==> config.mk <==
export PLATFORM = sky130hd
export DESIGN_NAME = rename_unit_mw
export DESIGN_NICKNAME = d
export VERILOG_FILES = /design/src/rtl/rename_unit_mw.sv
export SDC_FILE = /design/constraint.sdc
export NUM_CORES = 2
export LEC_CHECK = 0
export CAP_MARGIN = 30
export CORE_MARGIN = 1.5
export CORE_UTILIZATION = 30
export CTS_CLUSTER_SIZE = 40
export DETAILED_ROUTE_END_ITERATION = 16
export GPL_TIMING_DRIVEN = 0
export HOLD_SLACK_MARGIN = 0.12
export PLACE_DENSITY_LB_ADDON = 0.2
export RECOVER_POWER = 50
export SKIP_CTS_REPAIR_TIMING = 1
export SLEW_MARGIN = 15
export SYNTH_ARGS = -nofsm -noshare
export SYNTH_HDL_FRONTEND = slang
export SYNTH_SLANG_ARGS = --single-unit
==> constraint.sdc <==
create_clock -name clk -period 4.98 [get_ports clk]
set_input_delay 0.747 -clock clk [delete_from_list [all_inputs] [get_ports clk]]
set_output_delay 0.747 -clock clk [all_outputs]
set_load 0.01 [all_outputs]
==> src/rtl/rename_unit_mw.sv <==
// -----------------------------------------------------------------------------
// rename_unit_mw
//   Multi-wide register rename stage. Up to RENAME_WIDTH instructions per cycle
//   (slot 0 oldest) read their source mappings from the speculative map. Each
//   instruction that writes a nonzero destination takes a fresh physical
//   register from a circular free list. Retirements update the committed map
//   and return the superseded register to the free list. A flush rolls the
//   speculative state back to the committed state.
//
// Ports
//   clk, rst                       clock, synchronous active-high reset
//   ren_valid, ren_wen             per-slot instruction present / writes rd
//   ren_rs, ren_rt, ren_rd         per-slot architectural indices (packed)
//   ren_ready                      group accepted this cycle (combinational)
//   ren_prs, ren_prt               per-slot physical sources (combinational)
//   ren_prd, ren_old_prd           per-slot new dest / previous rd mapping
//   commit_valid, commit_ard,
//   commit_prd, commit_old_prd     one in-order retirement per cycle
//   flush                          discard all uncommitted renames
//   free_count                     registered count of allocatable registers
// -----------------------------------------------------------------------------
module rename_unit_mw #(
  parameter int ARCH_REG_WIDTH = 5,
  parameter int PHYS_REG_WIDTH = 6,
  parameter int RENAME_WIDTH   = 2
) (
  input  logic                                   clk,
  input  logic                                   rst,
  input  logic [RENAME_WIDTH-1:0]                ren_valid,
  input  logic [RENAME_WIDTH-1:0]                ren_wen,
  input  logic [RENAME_WIDTH*ARCH_REG_WIDTH-1:0] ren_rs,
  input  logic [RENAME_WIDTH*ARCH_REG_WIDTH-1:0] ren_rt,
  input  logic [RENAME_WIDTH*ARCH_REG_WIDTH-1:0] ren_rd,
  output logic                                   ren_ready,
  output logic [RENAME_WIDTH*PHYS_REG_WIDTH-1:0] ren_prs,
  output logic [RENAME_WIDTH*PHYS_REG_WIDTH-1:0] ren_prt,
  output logic [RENAME_WIDTH*PHYS_REG_WIDTH-1:0] ren_prd,
  output logic [RENAME_WIDTH*PHYS_REG_WIDTH-1:0] ren_old_prd,
  input  logic                                   commit_valid,
  input  logic [ARCH_REG_WIDTH-1:0]              commit_ard,
  input  logic [PHYS_REG_WIDTH-1:0]              commit_prd,
  input  logic [PHYS_REG_WIDTH-1:0]              commit_old_prd,
  input  logic                                   flush,
  output logic [PHYS_REG_WIDTH:0]                free_count
);

  localparam int ARCH_REGS = 1 << ARCH_REG_WIDTH;
  localparam int PHYS_REGS = 1 << PHYS_REG_WIDTH;
  localparam int FL_DEPTH  = PHYS_REGS - ARCH_REGS;
  localparam int IDX_W     = $clog2(FL_DEPTH);
  localparam int PTR_W     = IDX_W + 1;             // index plus wrap bit
  localparam int CNT_W     = $clog2(RENAME_WIDTH + 1);

  // Advance a free-list pointer by n entries. The index wraps modulo FL_DEPTH
  // (which need not be a power of two) and the wrap bit toggles on each pass.
  function automatic logic [PTR_W-1:0] ptr_add(input logic [PTR_W-1:0] p,
                                               input logic [CNT_W-1:0] n);
    logic [IDX_W:0] s;
    logic           wrap;
    s    = {1'b0, p[IDX_W-1:0]} + (IDX_W+1)'(n);
    wrap = p[IDX_W];
    if (s >= (IDX_W+1)'(FL_DEPTH)) begin
      s    = s - (IDX_W+1)'(FL_DEPTH);
      wrap = ~wrap;
    end
    return {wrap, s[IDX_W-1:0]};
  endfunction

  // Storage index of the entry n places past pointer p.
  function automatic logic [IDX_W-1:0] fl_idx(input logic [PTR_W-1:0] p,
                                              input logic [CNT_W-1:0] n);
    logic [PTR_W-1:0] q;
    q = ptr_add(p, n);
    return q[IDX_W-1:0];
  endfunction

  // Occupancy between two pointers; differing wrap bits mean tail has lapped.
  function automatic logic [PHYS_REG_WIDTH:0] ptr_diff(input logic [PTR_W-1:0] t,
                                                      input logic [PTR_W-1:0] h);
    logic [PHYS_REG_WIDTH:0] tv;
    logic [PHYS_REG_WIDTH:0] hv;
    tv = (PHYS_REG_WIDTH+1)'(t[IDX_W-1:0]);
    hv = (PHYS_REG_WIDTH+1)'(h[IDX_W-1:0]);
    if (t[IDX_W] != h[IDX_W]) tv = tv + (PHYS_REG_WIDTH+1)'(FL_DEPTH);
    return tv - hv;
  endfunction

  logic [PHYS_REG_WIDTH-1:0] r_spec_map   [ARCH_REGS];
  logic [PHYS_REG_WIDTH-1:0] r_commit_map [ARCH_REGS];
  logic [PHYS_REG_WIDTH-1:0] r_free_list  [FL_DEPTH];
  logic [PTR_W-1:0]          r_head;
  logic [PTR_W-1:0]          r_commit_head;
  logic [PTR_W-1:0]          r_tail;
  logic [PHYS_REG_WIDTH:0]   r_free_count;

  logic [ARCH_REG_WIDTH-1:0] w_rs   [RENAME_WIDTH];
  logic [ARCH_REG_WIDTH-1:0] w_rt   [RENAME_WIDTH];
  logic [ARCH_REG_WIDTH-1:0] w_rd   [RENAME_WIDTH];
  logic [PHYS_REG_WIDTH-1:0] w_prs  [RENAME_WIDTH];
  logic [PHYS_REG_WIDTH-1:0] w_prt  [RENAME_WIDTH];
  logic [PHYS_REG_WIDTH-1:0] w_prd  [RENAME_WIDTH];
  logic [PHYS_REG_WIDTH-1:0] w_old  [RENAME_WIDTH];
  logic [RENAME_WIDTH-1:0]   w_alloc;
  logic [CNT_W-1:0]          w_alloc_cnt;
  logic                      w_accept;
  logic [PTR_W-1:0]          w_head_nxt;
  logic [PTR_W-1:0]          w_chead_nxt;
  logic [PTR_W-1:0]          w_tail_nxt;

  // Per-slot rename. Slots are walked oldest first so each slot sees the
  // allocations of all older slots in the group: its free-list offset is the
  // running allocation count, and any older allocating slot with a matching
  // rd overrides the speculative-map lookup (youngest match wins).
  always_comb begin
    w_alloc_cnt = '0;
    w_alloc     = '0;
    ren_prs     = '0;
    ren_prt     = '0;
    ren_prd     = '0;
    ren_old_prd = '0;
    for (int k = 0; k < RENAME_WIDTH; k++) begin
      w_rs[k]    = ren_rs[k*ARCH_REG_WIDTH +: ARCH_REG_WIDTH];
      w_rt[k]    = ren_rt[k*ARCH_REG_WIDTH +: ARCH_REG_WIDTH];
      w_rd[k]    = ren_rd[k*ARCH_REG_WIDTH +: ARCH_REG_WIDTH];
      w_alloc[k] = ren_valid[k] & ren_wen[k] & (w_rd[k] != '0);

      w_prd[k] = w_alloc[k] ? r_free_list[fl_idx(r_head, w_alloc_cnt)] : '0;
      w_prs[k] = (w_rs[k] == '0) ? '0 : r_spec_map[w_rs[k]];
      w_prt[k] = (w_rt[k] == '0) ? '0 : r_spec_map[w_rt[k]];
      w_old[k] = r_spec_map[w_rd[k]];
      for (int j = 0; j < k; j++) begin
        if (w_alloc[j] && (w_rd[j] == w_rs[k])) w_prs[k] = w_prd[j];
        if (w_alloc[j] && (w_rd[j] == w_rt[k])) w_prt[k] = w_prd[j];
        if (w_alloc[j] && (w_rd[j] == w_rd[k])) w_old[k] = w_prd[j];
      end
      if (!w_alloc[k]) w_old[k] = '0;

      w_alloc_cnt = w_alloc_cnt + CNT_W'(w_alloc[k]);

      ren_prs[k*PHYS_REG_WIDTH +: PHYS_REG_WIDTH]     = w_prs[k];
      ren_prt[k*PHYS_REG_WIDTH +: PHYS_REG_WIDTH]     = w_prt[k];
      ren_prd[k*PHYS_REG_WIDTH +: PHYS_REG_WIDTH]     = w_prd[k];
      ren_old_prd[k*PHYS_REG_WIDTH +: PHYS_REG_WIDTH] = w_old[k];
    end
  end

  // Readiness uses the registered count only, so a register returned by a
  // commit this cycle cannot be handed out until the next cycle.
  assign ren_ready  = !flush && (r_free_count >= (PHYS_REG_WIDTH+1)'(w_alloc_cnt));
  assign w_accept   = ren_ready && (|ren_valid);
  assign free_count = r_free_count;

  // A flush rewinds head to the committed head, including a commit that
  // retires in the same cycle; renames presented during a flush are dropped.
  always_comb begin
    w_tail_nxt  = commit_valid ? ptr_add(r_tail, CNT_W'(1)) : r_tail;
    w_chead_nxt = commit_valid ? ptr_add(r_commit_head, CNT_W'(1)) : r_commit_head;
    if (flush)         w_head_nxt = w_chead_nxt;
    else if (w_accept) w_head_nxt = ptr_add(r_head, w_alloc_cnt);
    else               w_head_nxt = r_head;
  end

  // Pointers and count. Reset places tail one full lap ahead of head so the
  // list starts full.
  always_ff @(posedge clk) begin
    if (rst) begin
      r_head        <= '0;
      r_commit_head <= '0;
      r_tail        <= {1'b1, {IDX_W{1'b0}}};
      r_free_count  <= (PHYS_REG_WIDTH+1)'(FL_DEPTH);
    end else begin
      r_head        <= w_head_nxt;
      r_commit_head <= w_chead_nxt;
      r_tail        <= w_tail_nxt;
      r_free_count  <= ptr_diff(w_tail_nxt, w_head_nxt);
    end
  end

  // Rename maps. Within an accepted group a later slot's write to the same rd
  // lands last, leaving the youngest mapping in place.
  always_ff @(posedge clk) begin
    if (rst) begin
      for (int i = 0; i < ARCH_REGS; i++) begin
        r_spec_map[i]   <= PHYS_REG_WIDTH'(i);
        r_commit_map[i] <= PHYS_REG_WIDTH'(i);
      end
    end else begin
      if (commit_valid) r_commit_map[commit_ard] <= commit_prd;
      if (flush) begin
        for (int i = 0; i < ARCH_REGS; i++) begin
          r_spec_map[i] <= (commit_valid && (commit_ard == ARCH_REG_WIDTH'(i)))
                           ? commit_prd : r_commit_map[i];
        end
      end else if (w_accept) begin
        for (int k = 0; k < RENAME_WIDTH; k++) begin
          if (w_alloc[k]) r_spec_map[w_rd[k]] <= w_prd[k];
        end
      end
    end
  end

  // Free-list storage: initially holds ARCH_REGS..PHYS_REGS-1 in order;
  // each commit appends the superseded register at tail.
  always_ff @(posedge clk) begin
    if (rst) begin
      for (int j = 0; j < FL_DEPTH; j++) begin
        r_free_list[j] <= PHYS_REG_WIDTH'(ARCH_REGS + j);
      end
    end else if (commit_valid) begin
      r_free_list[r_tail[IDX_W-1:0]] <= commit_old_prd;
    end
  end

  // Retiring into a full free list, or retiring r0, indicates a broken
  // upstream reorder buffer.
  always_ff @(posedge clk) begin
    if (!rst && commit_valid) begin
      assert (r_free_count != (PHYS_REG_WIDTH+1)'(FL_DEPTH));
      assert (commit_ard != '0);
    end
  end

endmodule

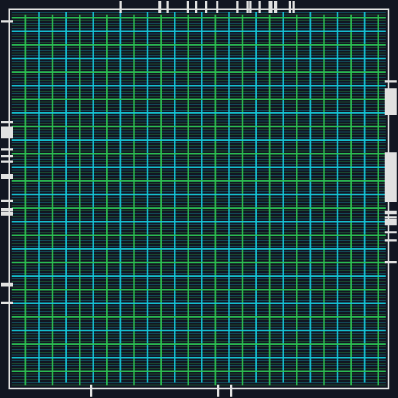
**Above:** supply network.
Scale: 1 px per micron. Pins as bars on the die edge.
[VSS] green
[VDD] cyan
signal pins: 111
met4 straps: 27

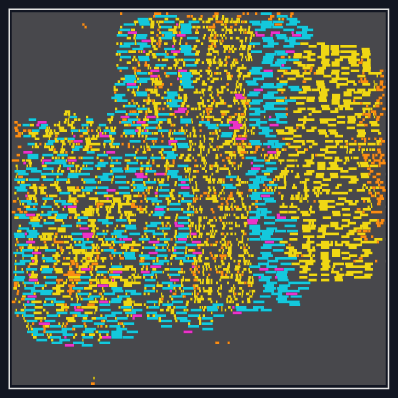
**Above:** cells colored by class.
Scale: 1 px per micron. Fill, decap, tap and diode cells in gray.
[clock drivers and dummy loads] magenta | cells: 125 | share of their area: 4.9%
[remaining logic cells] yellow | cells: 2614 | share of their area: 49%
[remaining buffers and delay cells] orange | cells: 544 | share of their area: 7.5%
[sequential cells] cyan | cells: 601 | share of their area: 38%
fraction of the core area covered by cells at the end of the flow: 35.1%
post-layout instance area: 49000 sq um
placeable core region: 139000 sq um
flop share of the area: 36.4%

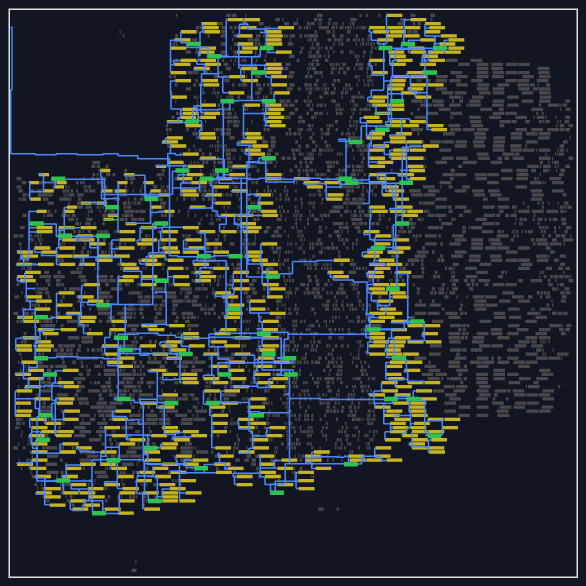
**Above:** clock wires, drivers and flops.
Scale: 1.5 px per micron.
[flip-flops] yellow | count: 601
[clock wires] blue | length: 8690 microns
[clock-net drivers] green | count: 69
flops lie: widely spread

==> run notes <==
Numbers from the implementation run.

The number of clock sinks seen by CTS is 601. The final setup violation count is 8. The largest registers in the layout are r_commit_map x192, r_free_list x192, r_spec_map x192.

Summed over all instances, the cell type with the most area after synthesis is edfxtp_1. Per the OpenROAD timing report, the critical path contains 16 cells. Registers are responsible for 41.4% of the overall power. Global routing consumed, on the met3 layer, 4.78% of the routing resources. Across the routed clock network, the largest skew measured is 0.0429 ns. The capture instance of the worst register-to-register path is r_spec_map[29][2]. The count of max-cap constraint violations is 1. The number of global-route vias before repair is 33500.

The layout report lists the non-clock buffer share of cell area as 7.10%. The timing startpoint of the critical path is ren_rd[3]. In the synthesized netlist, mux cells make up 26.7% of the area. STA classifies the critical path endpoint as an output port. The run finished, with violations left. The group drawing the most power is registers.

Once synthesis finished, the tally of register bits stood at 601. The power report lists cell-internal power as 10.2 mW. The worst-path maximum fanout is 10. Pins over their slew limit in the final report were tallied at 7.

The checks that failed: capacitance limit, slew limit, setup timing. The synthesized netlist contains 87 unique library cells. Setup slack on the critical path of the routed design comes to -0.0971 ns.
Power is estimated from default activity; no workload was simulated.
